==> images/pdn.png <==
The bar under the picture is 20 um long. Pins as bars on the die edge.
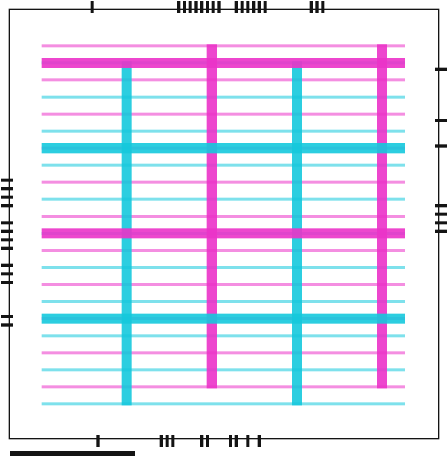
==> images/cell_classes.png <==
The bar under the picture is 20 um long.
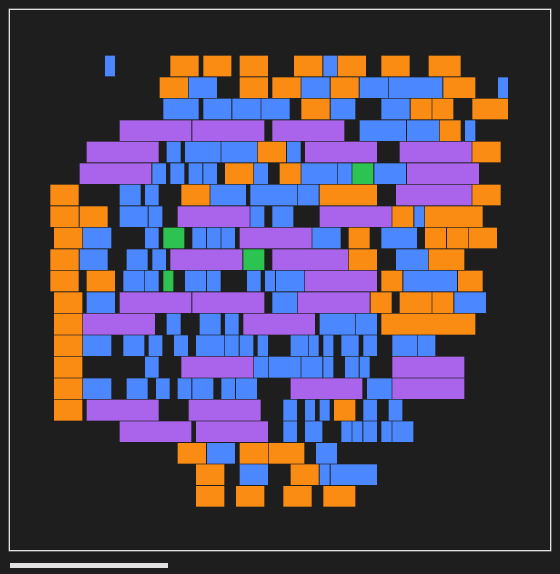
==> images/clock_map.png <==
The bar under the picture is 20 um long.
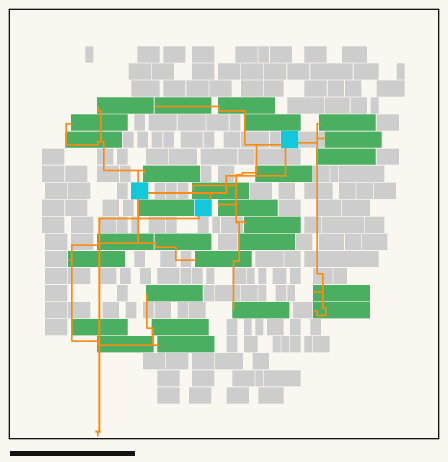
===== src/rtl/serial_chk_sched.sv =====
// serial_chk_sched: round-robin scheduler that shares one serial pattern checker among NREQ requesters.
module serial_chk_sched #(
  parameter int WIDTH = 16,
  parameter int NREQ = 2,
  parameter int IDW = 3
) (
  input  logic                  clk,
  input  logic                  rst,
  input  logic [NREQ-1:0]       req_valid,
  input  logic [NREQ*WIDTH-1:0] req_data,
  output logic [NREQ-1:0]       req_ready,
  output logic                  ser_a,
  output logic                  chk_clr,
  input  logic                  chk_s,
  output logic                  rsp_valid,
  output logic [IDW-1:0]        rsp_id,
  output logic                  rsp_flag,
  input  logic                  rsp_ready,
  output logic                  busy
);
  localparam logic [2:0] IDLE = 3'd0, CLEAR = 3'd1, SHIFT = 3'd2, SETTLE = 3'd3, RESP = 3'd4;
  localparam int CW = $clog2(WIDTH);
  logic [2:0] state;
  logic [WIDTH-1:0] sr;
  logic [CW-1:0] cnt;
  logic [IDW-1:0] last_grant, gnt;
  logic found;
  always_comb begin
    gnt = '0;
    found = 1'b0;
    for (int k = 1; k <= NREQ; k++)
      for (int i = 0; i < NREQ; i++)
        if (!found && req_valid[i] && i == (int'(last_grant) + k) % NREQ) begin
          gnt = IDW'(i);
          found = 1'b1;
        end
  end
  assign req_ready = (state == IDLE && found && !rst) ? NREQ'(1) << gnt : '0;
  assign busy = state != IDLE;
  assign rsp_valid = state == RESP;
  // ser_a and chk_clr come straight from flops so the checker sees clean levels
  always_ff @(posedge clk or posedge rst)
    if (rst) begin
      state <= IDLE;
      sr <= '0;
      cnt <= '0;
      last_grant <= IDW'(NREQ - 1);
      ser_a <= 1'b0;
      chk_clr <= 1'b0;
      rsp_id <= '0;
      rsp_flag <= 1'b0;
    end else begin
      chk_clr <= state == IDLE && found;
      case (state)
        IDLE: if (found) begin
          sr <= req_data[int'(gnt)*WIDTH +: WIDTH];
          rsp_id <= gnt;
          last_grant <= gnt;
          state <= CLEAR;
        end
        CLEAR: begin
          cnt <= CW'(WIDTH - 1);
          ser_a <= sr[WIDTH-1];
          sr <= sr << 1;
          state <= SHIFT;
        end
        SHIFT: begin
          ser_a <= (cnt != '0) & sr[WIDTH-1];
          sr <= sr << 1;
          cnt <= cnt - 1'b1;
          state <= (cnt == '0) ? SETTLE : SHIFT;
        end
        SETTLE: begin
          rsp_flag <= chk_s;
          state <= RESP;
        end
        RESP: state <= rsp_ready ? IDLE : RESP;
        default: state <= IDLE;
      endcase
    end
endmodule


===== config.mk =====
export PLATFORM = sky130hd
export DESIGN_NAME = serial_chk_sched
export DESIGN_NICKNAME = d
export VERILOG_FILES = /design/src/rtl/serial_chk_sched.sv
export SDC_FILE = /design/constraint.sdc
export NUM_CORES = 1
export LEC_CHECK = 0
export CAP_MARGIN = 20
export CORE_MARGIN = 5
export CORE_UTILIZATION = 46
export DETAILED_ROUTE_END_ITERATION = 8
export PLACE_DENSITY = 0.91
export SLEW_MARGIN = 20
export SYNTH_ARGS = -nofsm -noshare
export SYNTH_HDL_FRONTEND = slang
export SYNTH_SLANG_ARGS = --single-unit

===== constraint.sdc =====
create_clock -name clk -period 1.65 [get_ports clk]
set_clock_uncertainty 0.15 [all_clocks]
set_input_delay 0.165 -clock clk [delete_from_list [all_inputs] [get_ports clk]]
set_output_delay 0.165 -clock clk [all_outputs]
set_load 0.02 [all_outputs]

==> results.txt <==
synthesized area divided by synthesized cell count: 10.3 sq um
number of DRC violations after detailed-routing iteration 0: 59
non-clock buffer count in the final layout: 61
routed wire length: 3710 um
non-clock inverter total of the final layout: 7
RSZ-0062 raised after global routing: yes
pre-placement core utilization: 47.2%
total count of max-transition violations in the final report: 0
Top logic family: AND-OR/OR-AND gates
largest registers: sr (16), cnt (4), state (3)
kind of path behind the tightest hold check: in2async
Layout clock area frac: 1.17%
worst r2r dst: rsp_id[0]$_DFFE_PP0P_
detailed-route DRC error count: 0
post-route core utilization: 68.1%
outcome: finished with violations
Post-CTS Setup Inserts: 1
end point of the critical path: req_ready[1]
TritonCTS buffer count: 3
Hold Buf Count CTS: 0
number of antenna violations at the first check in global routing: 0
tool warnings: 29
number of top-level pins: 48
netlist area before placement: 1560 sq um
worst path cell trace: or3_4, o21bai_4, nor3b_4, buf_6
fraction of the mapped netlist area in simple logic gates: 12.3%
final HPWL from detailed placement: 2670 um
count of multi-input gates: 105
post-synthesis share of cell area spent on full adders, half adders and majority gates: 0.801%
flip-flop and latch count after synthesis: 28
final non-filler cell area: 2250 sq um
filler-free cell count of the finished design: 251
TritonCTS clock tree: done
number of logic stages on the critical path including buffering: 4
synth top area cells: sky130_fd_sc_hd__dfrtp_1 (43%), sky130_fd_sc_hd__mux2i_1 (10%), sky130_fd_sc_hd__o21ai_0 (5.1%)
share of power burned in registers: 32.7%
Final #Nets: 245
area fraction of the dominant cell type after synthesis: 43.2%
total negative setup slack: -2.71 ns
R2R cell count: 5
group drawing the most power: combinational logic
Logic pwr share: 59.4%
Sw Share: 40.2%
Cell Pwr Density: 1600 nW/um^2
most numerous logic cells after layout: sky130_fd_sc_hd__clkdlybuf4s50_1 (38), sky130_fd_sc_hd__dfrtp_1 (26), sky130_fd_sc_hd__mux2i_1 (16), sky130_fd_sc_hd__o21ai_0 (16), sky130_fd_sc_hd__nand3_1 (15)
highest metal layer used by the detailed router: met4
power after layout: 0.00362 W
Synth mux share: 12.4%
setup slack after layout: -0.315 ns
Largest register FFs: 16
remaining global-route overflow: 0
Synth Warn #: 0
portion of the post-synthesis area used by sequential elements: 44.9%
instance area after placement: 2150 sq um
clock buffer depth: 2
final tally of setup violations: 23
cell chosen for the clock root: sky130_fd_sc_hd__clkbuf_4
number of sinks on the clock net: 28
top-count cell post-synth: sky130_fd_sc_hd__dfrtp_1
die area: 4660 sq um
AND-OR/OR-AND Cells, Area Fraction: 22.2%
maximum level of the CTS H-tree: 1
setup slack at placement: -0.454 ns
area fraction in xor and xnor cells: 1.04%
maximum achievable frequency: 509 MHz
average via count per standard cell: 5.37
tally of buffers added on design ports: 45
post-synthesis cell count from yosys: 152
final worst path period need: 1.96 ns
area overhead of the layout relative to synthesis: 44.3%
post-synthesis async set-or-reset flop share: 100%
violations in the final reports: negative setup slack
vias in the first global route: 1317
design internal power: 0.00216 W
Chip Area, Yosys: 1560 sq um
routed wirelength normalized by instance count: 14.8 um
area taken by flip-flops and latches: 703 sq um
met2 track utilization from global routing: 29.1%
largest reg by FF count: sr
About pdn.png:
Magenta stands for VDD. Cyan stands for VSS.
48 signal pins sit on the boundary. 4 straps on met5. 4 straps on met4.
area inside the core boundary: 3310 sq um
Worst IR Drop VDD: 0.000707 V
die outline height: 68.3 um
Die Width: 68.3 um

About cell_classes.png:
Purple stands for flip-flops, cells 28. Blue stands for all other logic, cells 112. Green stands for clock drivers and dummy loads, cells 4. Orange stands for other buffers and delay cells, cells 61.

About clock_map.png:
Orange stands for clock wires, length 301 um. Green stands for flip-flops, count 28. Cyan stands for cells driving clock nets, count 3.
There are 4 routed clock nets.
clock-net power: 0.000285 W
Latency at later pin: 0.32 ns

Power is estimated from default activity; no workload was simulated.
